File: config.mk
export PLATFORM = sky130hd
export DESIGN_NAME = rc4_encrypt
export DESIGN_NICKNAME = d
export VERILOG_FILES = /design/src/rtl/rc4_encrypt.sv
export SDC_FILE = /design/constraint.sdc
export NUM_CORES = 1
export LEC_CHECK = 0
export CAP_MARGIN = 5
export CORE_AREA = 2 2 108 110
export DETAILED_ROUTE_END_ITERATION = 8
export DIE_AREA = 0 0 110 112
export HOLD_SLACK_MARGIN = 0.08
export PLACE_DENSITY_LB_ADDON = 0.2
export SLEW_MARGIN = 10
export SYNTH_ARGS = -nofsm -noshare
export SYNTH_HDL_FRONTEND = slang
export SYNTH_SLANG_ARGS = --single-unit
File: constraint.sdc
create_clock -name clk -period 4.3 [get_ports clk]
set_clock_uncertainty 0.1 [all_clocks]
set_input_delay 1.075 -clock clk [delete_from_list [all_inputs] [get_ports clk]]
set_output_delay 1.075 -clock clk [all_outputs]
set_load 0.02 [all_outputs]
File: src/rtl/rc4_encrypt.sv
// RC4 stream encryptor: runs KSA and PRGA against an external 256-byte S-RAM
// and XORs the keystream into a valid/ready plaintext stream.
module rc4_encrypt #(
  parameter int MSG_LEN = 32
) (
  input  logic        clk,
  input  logic        reset,
  input  logic        start,
  input  logic [23:0] secret,
  output logic [7:0]  s_address,
  output logic [7:0]  s_data,
  output logic        s_wren,
  input  logic [7:0]  s_q,
  input  logic        pt_valid,
  input  logic [7:0]  pt_data,
  output logic        pt_ready,
  output logic        ct_valid,
  output logic [7:0]  ct_data,
  input  logic        ct_ready,
  output logic        busy,
  output logic        done
);

  typedef enum logic [4:0] {
    IDLE, INIT,
    KSA_RD_I, KSA_WT_I, KSA_RD_J, KSA_WT_J, KSA_WR_I, KSA_WR_J,
    PR_RD_I, PR_WT_I, PR_RD_J, PR_WT_J, PR_WR_I, PR_WR_J,
    PR_RD_F, PR_WT_F, PR_XOR, PR_OUT, DONE
  } state_t;

  localparam logic [7:0] LAST_BYTE = 8'(MSG_LEN - 1);

  state_t      state;
  logic [7:0]  i, j, cnt, si, sj, f;
  logic [1:0]  k;
  logic [23:0] key;
  logic [7:0]  key_byte, ksa_j, prga_j;

  always_comb begin
    case (k)
      2'd0:    key_byte = key[23:16];
      2'd1:    key_byte = key[15:8];
      default: key_byte = key[7:0];
    endcase
  end

  // s_q holds s[i] in the WT_I states, so the new j is formed straight from it
  assign ksa_j  = j + s_q + key_byte;
  assign prga_j = j + s_q;

  always_ff @(posedge clk) begin
    if (reset) begin
      state     <= IDLE;
      i         <= 8'd0;
      j         <= 8'd0;
      cnt       <= 8'd0;
      si        <= 8'd0;
      sj        <= 8'd0;
      f         <= 8'd0;
      k         <= 2'd0;
      key       <= 24'd0;
      s_address <= 8'd0;
      s_data    <= 8'd0;
      s_wren    <= 1'b0;
      pt_ready  <= 1'b0;
      ct_valid  <= 1'b0;
      ct_data   <= 8'd0;
      busy      <= 1'b0;
      done      <= 1'b0;
    end else begin
      case (state)
        IDLE: begin
          if (start) begin
            state     <= INIT;
            key       <= secret;
            i         <= 8'd0;
            j         <= 8'd0;
            k         <= 2'd0;
            cnt       <= 8'd0;
            s_address <= 8'd0;
            s_data    <= 8'd0;
            s_wren    <= 1'b1;
            busy      <= 1'b1;
          end
        end
        INIT: begin
          if (i == 8'd255) begin
            state     <= KSA_RD_I;
            i         <= 8'd0;
            j         <= 8'd0;
            s_wren    <= 1'b0;
            s_address <= 8'd0;
          end else begin
            i         <= i + 8'd1;
            s_address <= i + 8'd1;
            s_data    <= i + 8'd1;
          end
        end
        KSA_RD_I: state <= KSA_WT_I;
        KSA_WT_I: begin
          si        <= s_q;
          j         <= ksa_j;
          s_address <= ksa_j;
          state     <= KSA_RD_J;
        end
        KSA_RD_J: state <= KSA_WT_J;
        KSA_WT_J: begin
          sj        <= s_q;
          s_address <= i;
          s_data    <= s_q;
          s_wren    <= 1'b1;
          state     <= KSA_WR_I;
        end
        KSA_WR_I: begin
          s_address <= j;
          s_data    <= si;
          state     <= KSA_WR_J;
        end
        KSA_WR_J: begin
          s_wren <= 1'b0;
          k      <= (k == 2'd2) ? 2'd0 : k + 2'd1;
          // PRGA starts from i=j=0; its first i increment is folded in here
          if (i == 8'd255) begin
            i         <= 8'd1;
            j         <= 8'd0;
            s_address <= 8'd1;
            state     <= PR_RD_I;
          end else begin
            i         <= i + 8'd1;
            s_address <= i + 8'd1;
            state     <= KSA_RD_I;
          end
        end
        PR_RD_I: state <= PR_WT_I;
        PR_WT_I: begin
          si        <= s_q;
          j         <= prga_j;
          s_address <= prga_j;
          state     <= PR_RD_J;
        end
        PR_RD_J: state <= PR_WT_J;
        PR_WT_J: begin
          sj        <= s_q;
          s_address <= i;
          s_data    <= s_q;
          s_wren    <= 1'b1;
          state     <= PR_WR_I;
        end
        PR_WR_I: begin
          s_address <= j;
          s_data    <= si;
          state     <= PR_WR_J;
        end
        PR_WR_J: begin
          s_wren    <= 1'b0;
          s_address <= si + sj;
          state     <= PR_RD_F;
        end
        PR_RD_F: state <= PR_WT_F;
        PR_WT_F: begin
          f        <= s_q;
          pt_ready <= 1'b1;
          state    <= PR_XOR;
        end
        PR_XOR: begin
          if (pt_valid) begin
            ct_data  <= pt_data ^ f;
            ct_valid <= 1'b1;
            pt_ready <= 1'b0;
            state    <= PR_OUT;
          end
        end
        PR_OUT: begin
          if (ct_ready) begin
            ct_valid <= 1'b0;
            cnt      <= cnt + 8'd1;
            if (cnt == LAST_BYTE) begin
              done  <= 1'b1;
              state <= DONE;
            end else begin
              i         <= i + 8'd1;
              s_address <= i + 8'd1;
              state     <= PR_RD_I;
            end
          end
        end
        DONE: begin
          done  <= 1'b0;
          busy  <= 1'b0;
          state <= IDLE;
        end
        default: state <= IDLE;
      endcase
    end
  end

endmodule
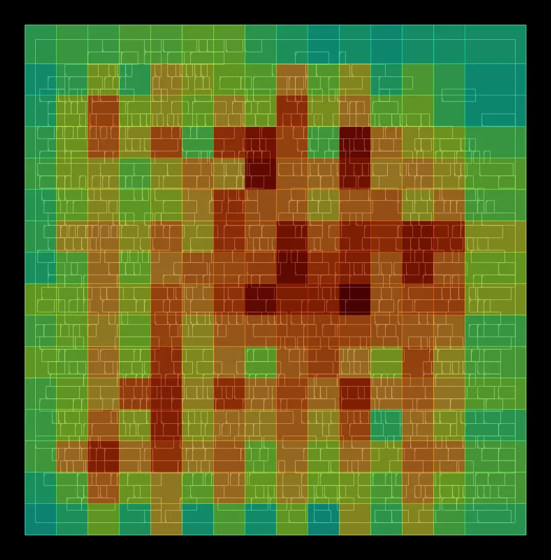
*Routing congestion map, run 1*
GRT met3 Usage: 6.73%
busiest grt layer: met2
global-route met1 utilization: 36.1%
gr usage total: 29.1%
met2 GRT Util: 46.5%

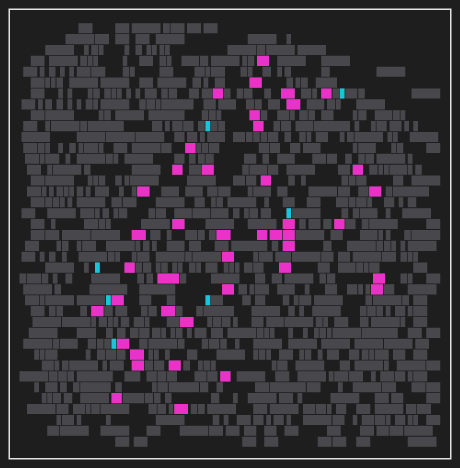
*Selected gate families, run 1*
(4 px per um)
| family | color | cells | most used |
|---|---|---|---|
| AND-OR and OR-AND gates | magenta | 42 | a22o_1 |
| inverters | cyan | 7 | inv_1 |
combinational share of cell area: 50.9%
Post-Layout Cell Count: 941

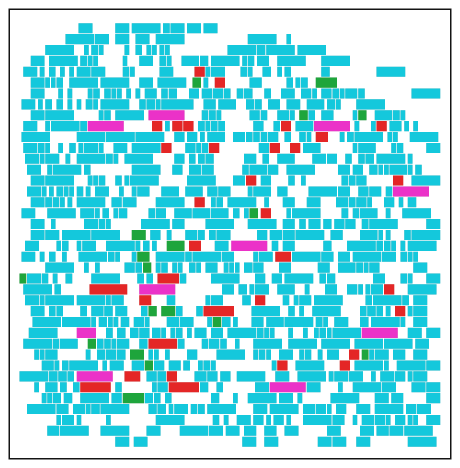
*Drive-strength map, run 1*
(4 px per um)
| size | color | cells | most used |
|---|---|---|---|
| drive 1 or less | cyan | 737 | nand2_1 |
| drive 2 | green | 18 | or2_2 |
| drive 3 to 4 | red | 33 | buf_4 |
| drive 6 and up | magenta | 10 | clkbuf_16 |
bufs w/o clock: 93
Area growth, synth to finish: 19.1%

==> ci_impl_report.md, run 1 <==
### Flow metrics

| Metric | Value |
|---|---|
| Num Clock Sinks | 108 |
| Flip-flops | 108 |
| Core area | 11200 um^2 |
| Synth cell count leaders | nand2_1, dfxtp_1, a21oi_1 |
| Synth Seq Share | 35.9% |
| Row count | 39 |
| EDFF count, synth | 0 |
| Max-Cap Viols | 0 |
| Total Power | 2.69 mW |
| Tool Warnings | 26 |
| Drt initial violations | 543 |
| Final net count | 864 |
| Status | finished, final reports clean |
| Setup CP Type | input port to register |
| Final cycle utilization of the critical path | 95.0% |
| Dominant flop cell | dfxtp_1 |
| Die area | 12300 um^2 |
| Max-area cell share | 35.9% |
| Routed Antenna Nets | 0 |
| N_diodes | 0 |
| Post-DR vias/cell | 6.04 |
| Worst-case clock buffer depth | 2 |
| Synth cell types | 73 |
| Max FFs per register | 24 |
| Post-Syn Area per Cell | 8.26 um^2 |
| TritonCTS clock tree | built |
| Non-clk buf share | 12.2% |
| First-pass DRT Iterations | 5 |
| PostCTS Resize Cnt | 0 |
| Largest net degree at the start of global routing | 40 |
| Worst Hold Path Cells | 2 |
| Leakage | 2.71 nW |
| Unrepaired setup endpoints after global routing | no |
| Post-Synth AOI/OAI Area | 23.7% |
| Yosys adder share | 5.78% |
| Initial core utilization | 53.9% |
| Top reg by flops | key |
| Peak VDD IR | 335 uV |
| Final Util | 64.2% |
| CTS root buf | clkbuf_16 |
| Cell class ranked first by area | combinational gates |
| Final hold violations | 0 |
## run 1: metrics by stage
step / cells / TNS [ns] / hold WS (ns)
3_3_place_gp: 925 / -0.182 / 0.344
6_report: 941 / 0 / 0.359
5_1_grt: 941 / 0 / 0.375
3_5_place_dp: 925 / -0.474 / 0.348
4_1_cts: 941 / 0 / 0.358
2_1_floorplan: 729 / 0 / 0.336
## run 1: worst max-delay path, cell delays in order
cell and delay (ns):
clkdlybuf4s50_1 0.53, ha_1 0.29, fa_1 0.43, a21o_1 0.18, a21oi_1 0.17, xnor2_1 0.17, ha_1 0.27, or3_1 0.32
a41oi_1 0.19, xnor3_1 0.41, nand2_1 0.09, a311oi_1 0.10
## run 1: power breakdown
group	internal [mW]	total (mW)	switching [mW]
sequential	1.06	1.14	0.0816
clock	0.410	0.802	0.392
combinational	0.297	0.745	0.448
total	1.77	2.69	0.921
## run 1: placed cells by master, fill, tap and decap left out, drive strengths merged, types with 7 or more instances in the layout
master	count
a211oi	17
a21o	11
a21oi	80
a22o	11
a22oi	7
buf	21
clkbuf	11
clkdlybuf4s50	72
dfxtp	108
ha	23
inv	7
mux2i	20
nand2	133
nand3	19
nand4	8
nor2	58
nor2b	7
nor3	11
o21ai	29
or3	8
xnor2	21
xor2	13
## run 1: how the worst max path moves through the flow
stage	slack, ns	depth (start not counted)	endpoint
2_1_floorplan	0.59	11	s_address[7]
3_3_place_gp	-0.09	12	s_address[7]
3_5_place_dp	-0.17	12	s_address[7]
4_1_cts	0.20	12	s_address[7]
5_1_grt	0.03	13	s_address[6]
6_report	0.21	12	s_address[7]
## run 1: routing by layer
layer,vias up,track usage (%),part of all wire (%)
met5,-,0,0
met4,0,15.2,5.1
met3,54,6.73,7.1
met2,214,46.5,46
met1,2666,36.1,42
li1,2748,-,-
## Run 2: what changed since run 1
--- a/config.mk
+++ b/config.mk
@@ -5,6 +5,7 @@
 export SDC_FILE = /design/constraint.sdc
 export NUM_CORES = 1
 export LEC_CHECK = 0
+export ABC_AREA = 1
 export CAP_MARGIN = 5
 export CORE_AREA = 2 2 108 110
 export DETAILED_ROUTE_END_ITERATION = 8
==> run 2 against run 1 <==
Net effect: first-iteration DRC count shrank 15%; non-clock buffer count decreased by 15; highest routed layer unchanged; design area about the same; sequential cell count did not move; utilization about the same; register-to-register slack improved by 0.31 ns; total power rose by 10%; cell count increased by 13%; wire length fell by 4.4%.
==> ci_impl_report.md, run 2 <==
### Flow metrics

| Metric | Value |
|---|---|
| Top routing layer in use | met4 |
| Wire length on met1 | 7510 um |
| Most frequent CP cell | nand2_1 |
| Die area | 12300 um^2 |
| Dominant flop cell | dfxtp_1 |
| Slowest CP cell | clkdlybuf4s50_1 |
| CP delay by family, top | adder cells |
| Post-Syn Area per Cell | 7.11 um^2 |
| Synth cell types | 52 |
| Num Clock Sinks | 108 |
| Critical-path cell list | clkdlybuf4s50_1 > ha_1 > fa_1 > nand3_1 > nand2_1 > or2_2 > nand2_1 > inv_1 > ha_1 > inv_1 > o21bai_1 > inv_1 > nand2_1 > or2_2 > nand3_1 > nand2_1 > o21ai_1 > a21oi_1 |
| Post-DR vias/cell | 5.52 |
| Status | finished, final reports clean |
| Post-Layout Cell Count | 1063 |
| Max FFs per register | 24 |
| PostCTS Resize Cnt | 0 |
| Area growth, synth to finish | 19.0% |
| EDFF count, synth | 0 |
| Max-Cap Viols | 0 |
| Largest net degree at the start of global routing | 47 |
| Final hold violations | 0 |
| Hold_ws | 0.356 ns |
| Worst-case clock buffer depth | 2 |
| Row count | 39 |
| Dpl cells | 1047 |
| Final net count | 986 |
| Initial core utilization | 53.9% |
| Final cycle utilization of the critical path | 88.5% |
| Core area | 11200 um^2 |
| Most numerous logic cells after layout | nand2_1, nor2_1, dfxtp_1 |
| Drt initial violations | 463 |
| Synth cell count leaders | nand2_1, nor2_1, dfxtp_1 |
| Tool Warnings | 26 |
| Setup_tns | 0 ns |
| Worst Hold Path Cells | 2 |
| CP peak stage delay | 0.44 ns |
| N_diodes | 0 |
| Most numerous logic cell after layout | nand2_1 |
| Setup CP Type | input port to register |
| Synth Seq Share | 35.9% |
[run 2: cell types whose count changed after synthesis, moves of 18 or more]
cell,delta
nor2_1,+69
nand2_1,+28
inv_1,+61
mux2i_1,-20
nand3_1,+18
o21ai_0,+43
[run 2: worst max-delay path by stage]
stage | slack, ns | start | cells past startpoint | to
after floorplan | 0.76 | s_q[0] | 17 | s_address[5]
after global placement | 0.19 | s_q[0] | 18 | s_address[5]
final | 0.49 | s_q[0] | 18 | s_address[5]
after detailed placement | 0.14 | s_q[0] | 18 | s_address[5]
after global routing | 0.27 | s_q[0] | 18 | s_address[6]
after CTS | 0.51 | s_q[0] | 18 | s_address[5]
[run 2: cell families (layout without fill, tap and decap cells)]
kind of cell,after synthesis,count (layout),share of synthesized area [%]
AND-OR/OR-AND,196,196,18.2
adder cells (fa/ha/maj),26,26,5.77
flip-flops,108,108,35.9
AND/OR/NAND/NOR,388,388,29.9
XOR/XNOR,20,20,2.91
buffers and inverters,110,182,7.39
[run 2: power by group]
group	internal [mW]	total (mW)	switching [mW]
registers	1.10	1.17	0.0716
logic	0.320	0.930	0.610
clock network	0.476	0.865	0.389
[run 2: cell type report]
class | count | share of cell area (%)
multi-input cells | 630 | 47.7
flip-flops and latches | 108 | 30.2
repair buffers | 78 | 10.7
inverters | 88 | 4.64
clock buffers | 11 | 3.39
well taps | 143 | 2.50
clock inverters | 5 | 0.908
[run 2: metrics by stage]
step	utilization [%]	cell area (um^2)
after detailed placement	61.4	6860
after global placement	61.4	6860
after global routing	64.2	7170
after CTS	64.2	7170
final	64.2	7170
after floorplan	-	6030
[run 2: per-layer routing]
layer	track usage, %	vias to the layer above
met5	0	-
met4	6.92	0
met3	6.91	19
met2	44.7	177
met1	37.7	2712
li1	-	2956
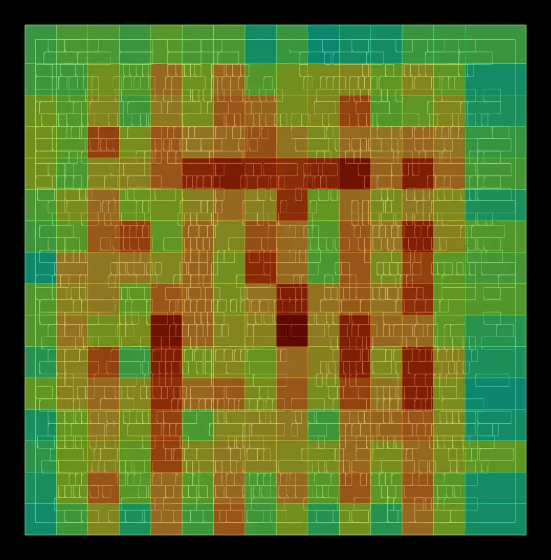
*Routing congestion map, run 2*
Final Util: 64.2%
WL/cell: 15.5 um
GRT met3 Usage: 6.91%

## Run 3: what changed since run 2
--- a/config.mk
+++ b/config.mk
@@ -10,8 +10,10 @@
 export CORE_AREA = 2 2 108 110
 export DETAILED_ROUTE_END_ITERATION = 8
 export DIE_AREA = 0 0 110 112
+export GPL_ROUTABILITY_DRIVEN = 1
 export HOLD_SLACK_MARGIN = 0.08
 export PLACE_DENSITY_LB_ADDON = 0.2
+export SKIP_CTS_REPAIR_TIMING = 1
 export SLEW_MARGIN = 10
 export SYNTH_ARGS = -nofsm -noshare
 export SYNTH_HDL_FRONTEND = slang
==> constraint.sdc (replaced) <==
create_clock -name clk -period 4.6 [get_ports clk]
set_clock_uncertainty 0.1 [all_clocks]
set_input_delay 1.15 -clock clk [delete_from_list [all_inputs] [get_ports clk]]
set_output_delay 1.15 -clock clk [all_outputs]
set_load 0.02 [all_outputs]
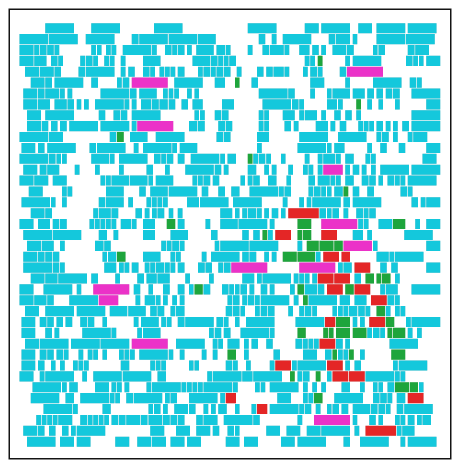
*Drive-strength map, run 3*
(4 px per um)
| size | color | cells | most used |
|---|---|---|---|
| drive 3 to 4 | red | 22 | nor2_4 |
| drive 2 | green | 44 | inv_2 |
| drive 6 and up | magenta | 12 | clkbuf_16 |
| drive 1 or less | cyan | 839 | nand2_1 |
bufs w/o clock: 76
Area growth, synth to finish: 18.1%
post-layout instance area: 7120 um^2
Worst Setup Slack, final: 0.562 ns

==> run 3 against run 2 <==
Net effect: area after synthesis unchanged; clock power decreased by 15%; utilization decreased by 0.47 points; count of clock-buffer cells in the layout increased by 2; critical path depth unchanged; non-clock buffer count decreased by 2; critical endpoint is now s_address[7].
==> ci_impl_report.md, run 3 <==
### Flow metrics

| Metric | Value |
|---|---|
| Status | finished, final reports clean |
| Routed Antenna Nets | 0 |
| Top reg by flops | key |
| N_diodes | 0 |
| WL/cell | 15.7 um |
| Max-Cap Viols | 0 |
| Most numerous logic cells after layout | nand2_1, nor2_1, dfxtp_1 |
| Drt initial violations | 442 |
| Tool Warnings | 26 |
| Most frequent CP cell | nand3_1 |
| First-pass DRT Iterations | 5 |
| Die area | 12300 um^2 |
| Post-Syn Area per Cell | 7.11 um^2 |
| Final cycle utilization of the critical path | 87.8% |
| Critical-path cell list | clkdlybuf4s50_1 > ha_1 > fa_1 > nand3_1 > nand2_1 > or2_2 > nand2_1 > inv_1 > ha_1 > inv_1 > o21bai_1 > nand2_1 > nand3_1 > nand3_1 > nand3_1 > nand3_1 > nand2_1 > a21oi_1 |
| Worst Path Buf+Inv | 3 |
| CTS root buf | clkbuf_16 |
| Core area | 11200 um^2 |
| Dominant flop cell | dfxtp_1 |
| Synth Seq Share | 35.9% |
| Final net count | 984 |
| Final hold violations | 0 |
| CP delay by family, top | adder cells |
| Leakage | 2.97 nW |
| Dpl cells | 1045 |
| CP peak stage delay | 0.48 ns |
| Num Clock Sinks | 108 |
| Slowest CP cell | clkdlybuf4s50_1 |
| Setup_tns | 0 ns |
| Gr usage total | 28.5% |
| Synth cell types | 52 |
| Peak VDD IR | 295 uV |
| Total Power | 2.71 mW |
-- run 3: routing by layer --
metal	GRT usage, %	vias to the layer above	share of wire (%)
li1	-	2940	-
met1	40.1	2737	46
met2	43.8	198	45
met3	4.04	28	6.7
met4	10.8	0	2.3
met5	0	-	0
-- run 3: cell families after synthesis --
group / share of synthesized area, %
buffers and inverters: 7.39
flip-flops: 35.9
AND-OR/OR-AND: 18.2
AND/OR/NAND/NOR: 29.9
XOR/XNOR: 2.91
adder cells (fa/ha/maj): 5.77
-- run 3: final timing paths --
path / from / endpoint / slack (ns) / cells past startpoint
max: s_q[0] / s_address[7] / 0.56 / 18
min: done / done / 0.36 / 2
max reg2reg: j[0] / s_address[7] / 1.53 / 17
min reg2reg: done / done / 0.36 / 2
-- run 3: layout make-up --
class	count	area, um^2
fill	1017	4060
multi-input combinational	630	3420
sequential	108	2160
timing repair buffer	76	753
inverter	88	333
clock buffer	13	260
tap	143	179
clock inverter	2	10.0
-- run 3: power by group --
group	total [mW]	internal [mW]	leakage [nW]	switching, mW
clock	0.731	0.393	0.135	0.338
combinational	0.883	0.299	1.95	0.585
sequential	1.09	1.03	0.877	0.0659
-- run 3: stage by stage --
stage	utilization [%]	instance area, um^2	hold WS [ns]
3_5_place_dp	61.3	6850	0.350
5_1_grt	63.7	7120	0.380
6_report	63.7	7120	0.360
3_3_place_gp	61.3	6850	0.341
2_1_floorplan	-	6030	0.330
4_1_cts	63.7	7120	0.363
Power and IR drop assume default switching activity.
